$ cat src/rtl/task_enqueue_if.sv
// Request and TaskFIFO write bundle between the scheduler, task_enqueue and the per-level FIFOs.
// slave is the enqueue block; master drives requests and FIFO full flags.
interface task_enqueue_if #(
    parameter int PTW      = 16,
    parameter int MTW      = 16,
    parameter int LEVEL    = 4,
    parameter int TREE_NUM = 4
);
    localparam int TNB = $clog2(TREE_NUM);
    localparam int DW  = (PTW + MTW) + 2 * TNB + 2;

    logic                 push;
    logic [TNB-1:0]       push_tree_id;
    logic [PTW+MTW-1:0]   push_data;
    logic                 pop;
    logic [TNB-1:0]       pop_tree_id;
    logic                 ready;
    logic [LEVEL-1:0]     fifo_push;
    logic [DW-1:0]        fifo_data;
    logic [LEVEL-1:0]     fifo_full;

    modport slave (
        input  push, push_tree_id, push_data, pop, pop_tree_id, fifo_full,
        output ready, fifo_push, fifo_data
    );

    modport master (
        output push, push_tree_id, push_data, pop, pop_tree_id, fifo_full,
        input  ready, fifo_push, fifo_data
    );
endinterface

$ cat src/rtl/task_enqueue.sv
// Encodes scheduler push/pop requests into TaskFIFO entries and writes them to a non-full level FIFO.
// Latency: request accepted at edge N is written during cycle N+1; one entry per cycle sustained.
// Backpressure: ready drops while the staged entry has no writable FIFO; TASKENQ_AFFINITY_EN pins target to treeId % LEVEL.
module task_enqueue #(
    parameter int PTW      = 16,
    parameter int MTW      = 16,
    parameter int LEVEL    = 4,
    parameter int TREE_NUM = 4
) (
    input  logic                i_clk,
    input  logic                i_arst_n,
    task_enqueue_if.slave       bus,
    output logic [15:0]         o_stall_cnt
);
    localparam int TNB = $clog2(TREE_NUM);
    localparam int LB  = (LEVEL > 1) ? $clog2(LEVEL) : 1;
    localparam int DW  = (PTW + MTW) + 2 * TNB + 2;

    logic              st_valid;
    logic [DW-1:0]     st_entry;
    logic [DW-1:0]     enc;
    logic [LB-1:0]     tgt;
    logic              found;
    logic              drain;
    logic              accept;

    // Merged push+pop keeps both bits set; the consumer runs the push half first.
    assign enc = {bus.push,
                  bus.pop,
                  bus.push ? bus.push_tree_id : {TNB{1'b0}},
                  bus.pop  ? bus.pop_tree_id  : {TNB{1'b0}},
                  bus.push ? bus.push_data    : {(PTW + MTW){1'b0}}};

    assign drain     = st_valid && found;
    assign bus.ready = !st_valid || drain;
    assign accept    = (bus.push || bus.pop) && bus.ready;

    assign bus.fifo_push = drain ? (LEVEL'(1) << tgt) : '0;
    assign bus.fifo_data = st_valid ? st_entry : '0;

`ifdef TASKENQ_AFFINITY_EN
    logic [LB-1:0]  st_tgt;
    logic [TNB-1:0] acc_tree_id;

    assign acc_tree_id = bus.push ? bus.push_tree_id : bus.pop_tree_id;
    assign tgt         = st_tgt;
    assign found       = !bus.fifo_full[st_tgt];

    always_ff @(posedge i_clk or negedge i_arst_n) begin
        if (!i_arst_n) begin
            st_tgt <= '0;
        end else if (accept) begin
            st_tgt <= LB'(int'(acc_tree_id) % LEVEL);
        end
    end
`else
    logic [LB-1:0] rr_ptr;
    int            scan_idx;

    // Walk downward so the closest non-full level to rr_ptr is the one left in tgt.
    always_comb begin
        tgt      = '0;
        found    = 1'b0;
        scan_idx = 0;
        for (int k = LEVEL - 1; k >= 0; k--) begin
            scan_idx = (int'(rr_ptr) + k) % LEVEL;
            if (!bus.fifo_full[LB'(scan_idx)]) begin
                tgt   = LB'(scan_idx);
                found = 1'b1;
            end
        end
    end

    always_ff @(posedge i_clk or negedge i_arst_n) begin
        if (!i_arst_n) begin
            rr_ptr <= '0;
        end else if (drain) begin
            rr_ptr <= LB'((int'(tgt) + 1) % LEVEL);
        end
    end
`endif

    always_ff @(posedge i_clk or negedge i_arst_n) begin
        if (!i_arst_n) begin
            st_valid <= 1'b0;
            st_entry <= '0;
        end else if (accept) begin
            st_valid <= 1'b1;
            st_entry <= enc;
        end else if (drain) begin
            st_valid <= 1'b0;
        end
    end

    always_ff @(posedge i_clk or negedge i_arst_n) begin
        if (!i_arst_n) begin
            o_stall_cnt <= '0;
        end else if (st_valid && !found && (o_stall_cnt != 16'hFFFF)) begin
            o_stall_cnt <= o_stall_cnt + 16'd1;
        end
    end
endmodule

$ cat src/flat_wrapper.sv
// flat-port wrapper written by rule: the top's interface ports become plain ports
module task_enqueue_flat 
#(
    parameter int PTW      = 16,
    parameter int MTW      = 16,
    parameter int LEVEL    = 4,
    parameter int TREE_NUM = 4
)
  (i_clk, i_arst_n, o_stall_cnt, bus_push, bus_push_tree_id, bus_push_data, bus_pop, bus_pop_tree_id, bus_fifo_full, bus_ready, bus_fifo_push, bus_fifo_data);
  task_enqueue_if #(.PTW(PTW), .MTW(MTW), .LEVEL(LEVEL), .TREE_NUM(TREE_NUM)) bus_i ();
  input  logic i_clk;
  input  logic i_arst_n;
  output logic [15:0] o_stall_cnt;
  input wire logic [$bits(bus_i.push)-1:0] bus_push;
  input wire logic [$bits(bus_i.push_tree_id)-1:0] bus_push_tree_id;
  input wire logic [$bits(bus_i.push_data)-1:0] bus_push_data;
  input wire logic [$bits(bus_i.pop)-1:0] bus_pop;
  input wire logic [$bits(bus_i.pop_tree_id)-1:0] bus_pop_tree_id;
  input wire logic [$bits(bus_i.fifo_full)-1:0] bus_fifo_full;
  output wire logic [$bits(bus_i.ready)-1:0] bus_ready;
  output wire logic [$bits(bus_i.fifo_push)-1:0] bus_fifo_push;
  output wire logic [$bits(bus_i.fifo_data)-1:0] bus_fifo_data;
  assign bus_i.push = bus_push;
  assign bus_i.push_tree_id = bus_push_tree_id;
  assign bus_i.push_data = bus_push_data;
  assign bus_i.pop = bus_pop;
  assign bus_i.pop_tree_id = bus_pop_tree_id;
  assign bus_i.fifo_full = bus_fifo_full;
  assign bus_ready = bus_i.ready;
  assign bus_fifo_push = bus_i.fifo_push;
  assign bus_fifo_data = bus_i.fifo_data;
  task_enqueue #(.PTW(PTW), .MTW(MTW), .LEVEL(LEVEL), .TREE_NUM(TREE_NUM)) u_core (.i_clk(i_clk), .i_arst_n(i_arst_n), .bus(bus_i), .o_stall_cnt(o_stall_cnt));
endmodule
$ cat config.mk
export PLATFORM = sky130hd
export DESIGN_NAME = task_enqueue_flat
export DESIGN_NICKNAME = d
export VERILOG_FILES = /design/src/rtl/task_enqueue_if.sv /design/src/rtl/task_enqueue.sv /design/src/flat_wrapper.sv
export SDC_FILE = /design/constraint.sdc
export NUM_CORES = 1
export LEC_CHECK = 0
export CORE_ASPECT_RATIO = 0.75
export CORE_MARGIN = 2
export CORE_UTILIZATION = 35
export DETAILED_ROUTE_END_ITERATION = 16
export PLACE_DENSITY = 0.7
export SLEW_MARGIN = 10
export SYNTH_ARGS = -nofsm -noshare
export SYNTH_HDL_FRONTEND = slang
export SYNTH_SLANG_ARGS = --single-unit
$ cat constraint.sdc
create_clock -name i_clk -period 2.3 [get_ports i_clk]
set_input_delay 0.46 -clock i_clk [delete_from_list [all_inputs] [get_ports i_clk]]
set_output_delay 0.46 -clock i_clk [all_outputs]
set_load 0.01 [all_outputs]
==> impl_metrics.env, run 1 <==
# source this file to load flow results
export IMPL_top_register="u_core.st_entry"
export IMPL_hold_violations=0
export IMPL_cts_buffer_depth=2
export IMPL_hold_class="primary input to asynchronous set/reset pin"
export IMPL_firstDrtPassIters=4
export IMPL_top_cell="dfrtp_1"
export IMPL_maxSlewViolCount=0
export IMPL_seq_share_pct=35.53
export IMPL_max_slew_margin_pct=70.92
export IMPL_top_usage_layer="met2"
export IMPL_met3_usage_pct=5.432
export IMPL_nNonClkBuffers=120
export IMPL_dp_slack_ns=-0.6288
export IMPL_finalSetupViolations=0
export IMPL_yosys_stat_seqShare_pct=55.64
export IMPL_layout_top_cell="clkdlybuf4s50_1"
export IMPL_ys_cells=230
export IMPL_startpoint="u_core.st_valid"
export IMPL_p_leak_uw=0.001764
export IMPL_synth_area_um2=2564
export IMPL_route_met3_wl_um=408
export IMPL_cp_cell_sequence="buf_4, and2_1, clkdlybuf4s50_1"
export IMPL_comb_share_pct=27.29
export IMPL_wl_met1_um=3275
export IMPL_inv_count=5
export IMPL_tns_ns=0
export IMPL_largestRegisters="u_core.st_entry: 38 flops, u_core.o_stall_cnt: 16 flops, u_core.rr_ptr: 2 flops"
export IMPL_clkPwrFrac_pct=28.8
export IMPL_rr_worst_depth=5
export IMPL_status="completed"
[run 1: logic make-up after synthesis]
kind of cell | after synthesis | synth area share, %
multiplexers | 3 | 1.318
buffers and inverters | 17 | 2.782
flip-flops | 57 | 55.64
AND/OR/NAND/NOR | 91 | 19.67
AND-OR/OR-AND | 46 | 14.98
adder cells (fa/ha/maj) | 1 | 0.4880
XOR/XNOR | 15 | 5.124
[run 1: power groups by stage]
stage          Sequential, uW  Clock [uW]  Combinational [uW]
2_1_floorplan            1200           0                 289
3_3_place_gp             1210           0                 681
4_1_cts                  1190         808                 713
6_report                 1210         777                 720
5_1_grt                  1220         857                 783
3_5_place_dp             1210           0                 702
[run 1: critical path: cells and delay by family, from the launching register on]
family,cells,cell delay [ns]
buffers and inverters,2,0.81
DFF,1,0.42
and+or+nand+nor,1,0.17
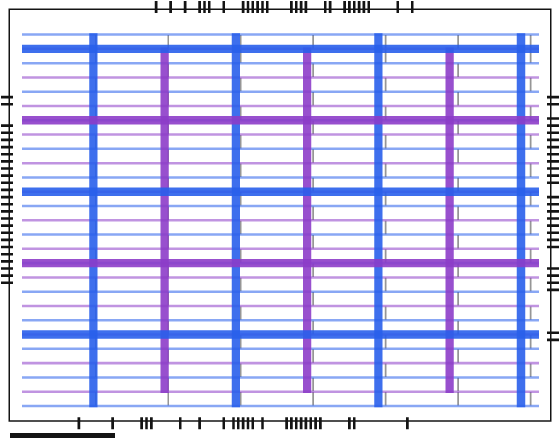
run_1/power_grid.png
The bar under the picture is 20 um long. Pins as bars on the die edge. Tap cells in grey.
| net | colour |
|---|---|
| VDD | purple |
| VSS | blue |
tap cells: 98
met1 rails: 27
signal pins: 103
Die Width: 102.8 um
core area: 6962 um2

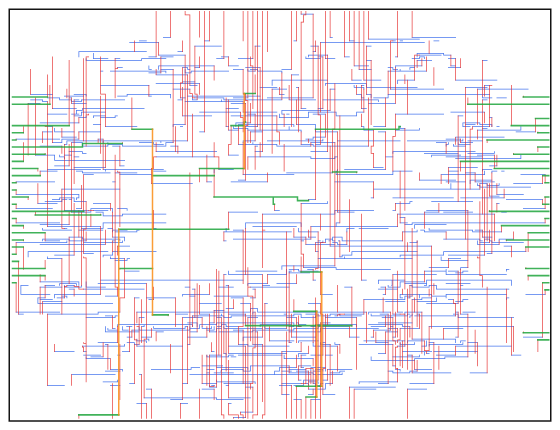
run_1/wires.png
| layer | colour | wire length |
|---|---|---|
| metal 1 | blue | 3280 um |
| metal 2 | red | 2920 um |
| metal 3 | green | 408 um |
| metal 4 | orange | 123 um |
overall routed net length: 6729 um
GRT Total Usage: 17.71%
Via Count: 2142
WL per Instance: 14.92 um

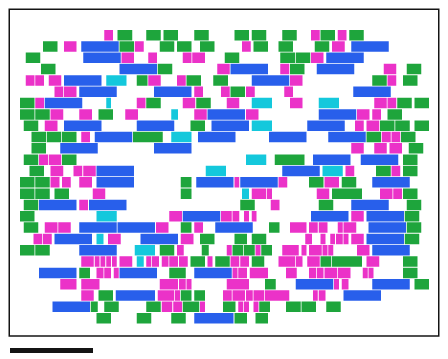
run_1/placement_by_type.png
The bar under the picture is 20 um long.
| class | colour | cells |
|---|---|---|
| combinational and other logic | magenta | 161 |
| remaining buffers and delay cells | green | 120 |
| clock drivers and dummy loads | cyan | 15 |
| sequential cells | blue | 57 |

run_1/congestion.png
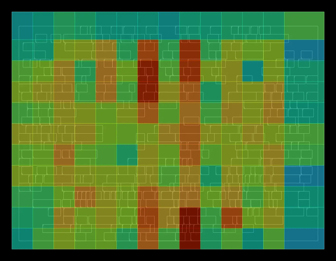

==> run 1 -> run 2 <==
Settings changed: GPL_TIMING_DRIVEN from default to 0.
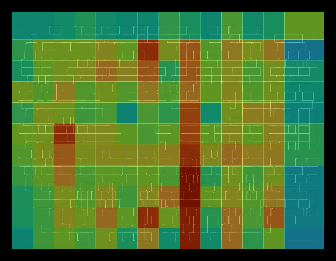
run_2/congestion.png
met3 Use GR: 5.699%
Top Usage Layer GRT: met2
global-route met2 utilization: 25.29%
Final Util: 57.23%
WL per Instance: 14.39 um

==> impl_metrics.env, run 2 <==
# source this file to load flow results
export IMPL_status="completed"
export IMPL_wl_um=6474
export IMPL_topCombFamilyByArea="simple AND/OR/NAND/NOR gates"
export IMPL_firstDrtPassIters=4
export IMPL_route_met3_wl_um=364
export IMPL_ys_cells=230
export IMPL_synth_area_um2=2564
export IMPL_tns_ns=0
export IMPL_adder_share_pct=0.4880
export IMPL_clkPwrFrac_pct=32.9
export IMPL_cts_buffer_depth=2
export IMPL_route_vias_total=2129
export IMPL_synth_xor_area_share_pct=5.124
export IMPL_largestRegisters="u_core.st_entry: 38 flops, u_core.o_stall_cnt: 16 flops, u_core.rr_ptr: 2 flops"
export IMPL_inv_count=5
export IMPL_maxSlewViolCount=0
export IMPL_max_slew_margin_pct=51.83
export IMPL_finalSetupViolations=0
export IMPL_p_leak_uw=0.001788
export IMPL_die_x_um=102.8
export IMPL_synthSimpleGateAreaFrac_pct=19.67
export IMPL_comb_share_pct=27.51
export IMPL_p_comb_uw=704
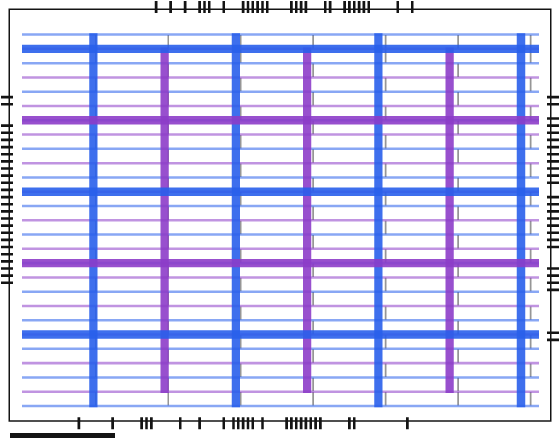
run_2/power_grid.png
The bar under the picture is 20 um long. Pins as bars on the die edge. Tap cells in grey.
| net | colour |
|---|---|
| VSS | blue |
| VDD | purple |
tap cells: 98
signal pins: 103
met4 straps: 7
met5 straps: 5

==> run 2: cell counts after synthesis <==
Identical to the previous run, type by type.
==> run 2: repair_timing <==
action	CTS	global route
gates resized	25	27
pin swaps	1	1
endpoints found under the hold margin	0	0
endpoints found under the setup margin	42	39
buffers inserted	3	1
==> run 2: path summary, 6_finish.rpt <==
path	to
setup / recovery	bus_fifo_data[31]
hold / removal	u_core.o_stall_cnt[6]
setup reg to reg	u_core.o_stall_cnt[1]
hold reg to reg	u_core.st_entry[37]
max in group asynchronous	u_core.rr_ptr[1]
min in group i_clk	u_core.st_entry[37]
==> run 2: critical path, stage by stage (launching register included) <==
cell and delay [ns]:
dfrtp_1 0.36, clkbuf_8 0.17, clkbuf_4 0.19, and2_1 0.15, clkdlybuf4s50_1 0.54
No activity file was given, so power comes from the tool's default toggle rates.
